Figure 1. M1 wires (run 1).
Supply wires on this layer in gray.
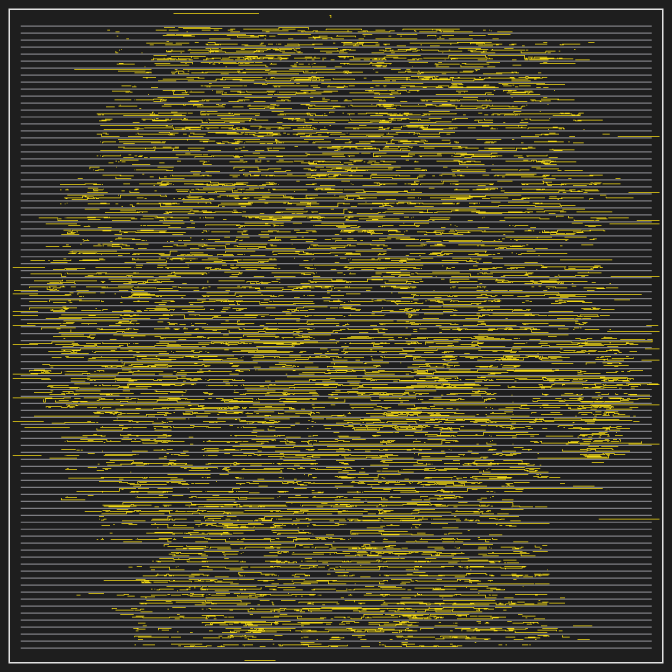
Figure 2. Signal wires by layer (run 1).
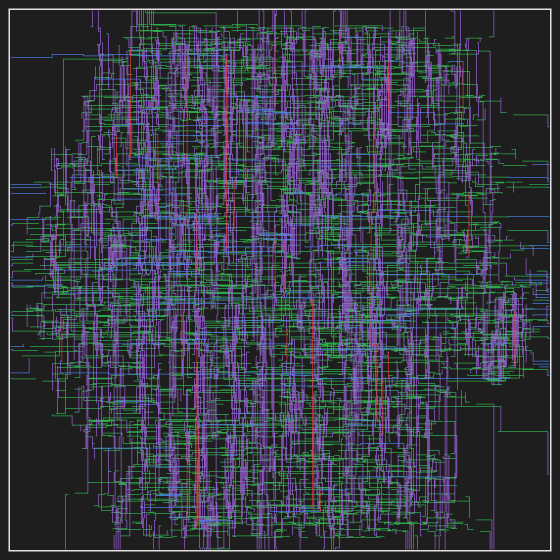
Figure 3. Signal metal coverage by tile (run 1).
25 x 25 tiles, from black (low) to pale yellow (high), scaled to the fullest tile. Values are wire area over tile area, all layers added.
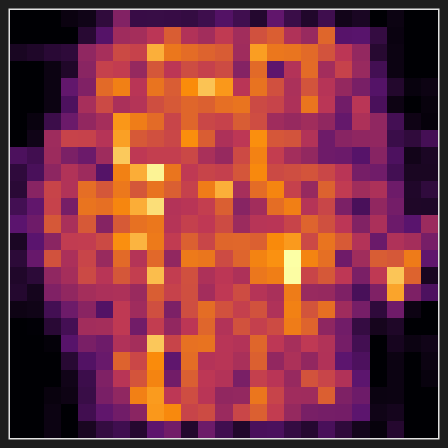
==> config.mk <==
export PLATFORM = sky130hd
export DESIGN_NAME = in_fifo_4x8_flat
export DESIGN_NICKNAME = d
export VERILOG_FILES = /design/src/rtl/in_fifo_4x8_pkg.sv /design/src/rtl/in_fifo_4x8_if.sv /design/src/rtl/in_fifo_4x8_nibble_pack.sv /design/src/rtl/in_fifo_4x8.sv /design/src/flat_wrapper.sv
export SDC_FILE = /design/constraint.sdc
export NUM_CORES = 1
export LEC_CHECK = 0
export CELL_PAD_IN_SITES_DETAIL_PLACEMENT = 1
export CELL_PAD_IN_SITES_GLOBAL_PLACEMENT = 1
export CORE_MARGIN = 4
export CORE_UTILIZATION = 48
export CTS_CLUSTER_SIZE = 14
export DETAILED_ROUTE_END_ITERATION = 10
export PLACE_DENSITY = 0.78
export SYNTH_ARGS = -nofsm -noshare
export SYNTH_HDL_FRONTEND = slang
export SYNTH_SLANG_ARGS = --single-unit
==> constraint.sdc <==
create_clock -name CLK -period 7.24 [get_ports CLK]
set_clock_uncertainty 0.05 [all_clocks]
set_input_delay 1.81 -clock CLK [delete_from_list [all_inputs] [get_ports CLK]]
set_output_delay 1.81 -clock CLK [all_outputs]
set_load 0.01 [all_outputs]
==> flow_metrics.env, run 1 <==
# flow metrics
export IMPL_sequentialPowerShare_pct=46.3
export IMPL_cts_tree="built"
export IMPL_hold_buffers=0
export IMPL_synthesis_nets=1403
export IMPL_postPlaceCellArea_um2=31300
export IMPL_ys_sh_xor_pct=0.207
export IMPL_worstSkewPairLatency_ns=0.62
export IMPL_fp_dieH_um=254
export IMPL_tightest_slew_ns=1.12
export IMPL_antenna_found_initial=0
export IMPL_maxCapViolations=0
export IMPL_cts_buffers=80
export IMPL_hp_class="reg2reg"
export IMPL_postCtsSetupRepairBufs=0
export IMPL_cts_max_level=3
export IMPL_fp_dieW_um=254
export IMPL_synthArstFlopShare_pct=17.6
export IMPL_utilization_pct=57.1
export IMPL_setup_viol=0
export IMPL_area_delta_synth_final_pct=17.1
export IMPL_max_freq_mhz=212
export IMPL_netlist_area_um2=29000
export IMPL_worstRegToRegCells=5
export IMPL_yosys_area_top_type_share_pct=66.3
export IMPL_ant_nets=0
export IMPL_grt_max_degree=163
export IMPL_hold_depth=2
export IMPL_hpwl_um=34800
export IMPL_synth_distinct_cells=41
export IMPL_clkTransAtPathRegs_ns=0.06
export IMPL_fin_ws_ns=2.53
export IMPL_drt_vias_per_instance=5.75
export IMPL_internal_power_mw=10.1
export IMPL_gp_congestion=0.763
export IMPL_p_per_area_nw_per_um2=423
export IMPL_synth_area_per_cell_um2=21.4
export IMPL_status="finished clean"
export IMPL_topCellsByArea="edfxtp_1 (66%), mux4_2 (12%), dfrtp_1 (12%), mux2i_1 (2.8%), mux2_1 (1.6%)"
export IMPL_end_kind="flop"
export IMPL_drtIter0Drc=1197
export IMPL_p_leak_nw=11.5
export IMPL_ys_sh_simple_pct=1.76
export IMPL_rsz0062_at_grt="no"
export IMPL_p_comb_share_pct=25.1
export IMPL_cts_root_buf="clkbuf_16"
export IMPL_initial_core_util_pct=48.8
export IMPL_startpoint_type="input pin"
export IMPL_grt_pass1_wl_um=98800
export IMPL_swShare_pct=29.9
-- Figure 1 (at the start) --
The longest straight run is 70.4 um. The layer holds 42% of the routed length.
total number of vias: 13601
Routed WL: 65000 um
met1 usage: 28.5%

-- Figure 2 (at the start) --
Key: red = met4 [wire length 1280 um]; blue = met3 [wire length 3200 um]; purple = met2 [wire length 33.5 mm]; green = met1 [wire length 27.0 mm]
DR WL/cell: 27.5 um
GR Util All Layers: 20.5%

-- Figure 3 (at the start) --
36% of the tiles are over half the peak. The mean over all tiles is 0.16. The densest ninth of the die: center. 9.6% of the tiles are nearly empty.

run 1: critical path, cell delays in order:
cell,delay [ns]
clkdlybuf4s50_1,0.53
nand2_1,0.20
a21oi_1,0.60
nand2_1,0.42
nor2_4,0.85
buf_12,0.42
run 1: final cells by class:
type                       instances  area, um2
fill                            5087      25500
sequential                       777      22700
multi-input combinational        507       6080
clock buffer                     105       2230
timing repair buffer             153       1610
tap                              773        967
clock inverter                    45        408
inverter                           4       15.0
run 1: power groups by stage:
stage / Combinational (mW) / Sequential [mW] / Clock (mW)
after floorplan: 2.34 / 6.48 / 0
after global placement: 3.50 / 6.61 / 0
after detailed placement: 3.61 / 6.72 / 0
after CTS: 3.68 / 6.66 / 4.18
after global routing: 3.89 / 6.77 / 4.39
final: 3.60 / 6.65 / 4.10
## Run 2: what changed since run 1
- clock period: 7.24 -> 3.9 ns (I/O delays scaled with it)
Figure 4. Signal metal coverage by tile (run 2).
25 x 25 tiles, from black (low) to pale yellow (high), scaled to the fullest tile. Values are wire area over tile area, all layers added.
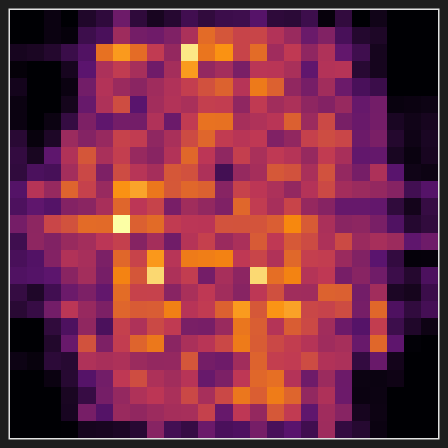
The fullest tile reaches 0.45. 27% of the tiles are over half the peak. 10% of the tiles are nearly empty. The mean over all tiles is 0.16.
DR WL/cell: 26.9 um
GR Util All Layers: 20.4%

Figure 5. Cell placement (run 2).
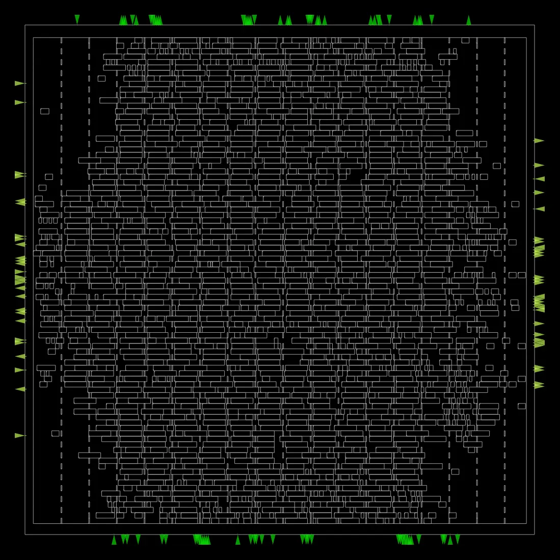
Cell Rows: 89
Non-Filler Instances: 2366
CORE AREA: 59500 um2
Core Util, Final: 57.4%
flip-flops: 777

==> run 2 against run 1 <==
  * Synthesized cell count unchanged
  * Critical endpoint is now u_core.mem[7][5]
  * Worst setup slack worse by 1.5 ns
  * First-iteration DRC count grew 5.1%
  * Clock-buffer cell count is 1 higher
  * Critical path depth did not move
  * Flip-flop count unchanged
  * Sequential share of layout area is 0.26 points lower
  * Non-clock buffer count grew 7
  * Global-route usage fell by 0.097 points
  * Largest power group unchanged
  * Worst hold slack lost 0.065 ns
  * Die area stayed put
==> flow_metrics.env, run 2 <==
# flow metrics
export IMPL_cts_buffers=78
export IMPL_synth_area_per_cell_um2=21.4
export IMPL_yosys_area_top_type_share_pct=66.3
export IMPL_antenna_found_initial=1
export IMPL_initial_core_util_pct=48.8
export IMPL_status="finished clean"
export IMPL_startpoint_type="input pin"
export IMPL_postCtsSetupRepairBufs=0
export IMPL_rsz0062_at_grt="no"
export IMPL_ant_nets=0
export IMPL_drt_vias_per_instance=5.79
export IMPL_grt_pass1_wl_um=98400
export IMPL_synth_distinct_cells=41
export IMPL_cpPeakStageDelay_ns=0.64
export IMPL_hold_buffers=0
export IMPL_synthesis_nets=1403
export IMPL_slowest_stage="clkdlybuf4s50_1"
export IMPL_end_kind="flop"
export IMPL_grtUsageMet1_pct=27.5
export IMPL_clkTransAtPathRegs_ns=0.06
export IMPL_setup_viol=0
export IMPL_fp_dieH_um=254
export IMPL_sequentialPowerShare_pct=46.2
export IMPL_finalWirelength_um=63700
export IMPL_maxCapViolations=0
export IMPL_cts_root_buf="clkbuf_16"
export IMPL_worstRegToRegCells=4
export IMPL_ys_sh_simple_pct=1.76
export IMPL_tightest_slew_ns=0.824
export IMPL_p_per_area_nw_per_um2=781
export IMPL_internal_power_mw=18.8
export IMPL_ys_sh_xor_pct=0.207
export IMPL_cp_cell_sequence="clkdlybuf4s50_1, inv_1, a21oi_4, nand2_2, nor2_4, buf_4"
export IMPL_cp_depth=6
export IMPL_critical_path_top_delay_family="buffers and inverters"
export IMPL_via_count=13694
export IMPL_fin_ws_ns=1.03
export IMPL_gp_congestion=0.703
export IMPL_area_delta_synth_final_pct=17.6
export IMPL_fp_dieW_um=254
export IMPL_synthArstFlopShare_pct=17.6
export IMPL_swShare_pct=29.4
## run 2: power groups by stage
stage               registers, mW  clock network [mW]  logic [mW]
floorplan                    12.0                   0        4.37
global placement             12.2                   0        6.68
detailed placement           12.4                   0        6.88
CTS                          12.3                7.65        6.99
global route                 12.5                8.03        7.40
finish                       12.3                7.49        6.82
## run 2: layout make-up
class | count | area [um2]
repair buffers | 160 | 1780
well taps | 773 | 967
diodes | 1 | 2.50
inverters | 4 | 15.0
clock inverters | 38 | 397
multi-input cells | 507 | 6100
fillers | 5052 | 25400
clock buffers | 106 | 2190
flip-flops and latches | 777 | 22700
## run 2: cell families after synthesis
group                    count (synthesis)
adder cells (fa/ha/maj)                  4
buffers and inverters                   71
AND-OR/OR-AND                           92
multiplexers                           282
flip-flops                             777
AND/OR/NAND/NOR                        123
XOR/XNOR                                 6
Power figures rest on the tool's default switching activity, not on a simulated workload.
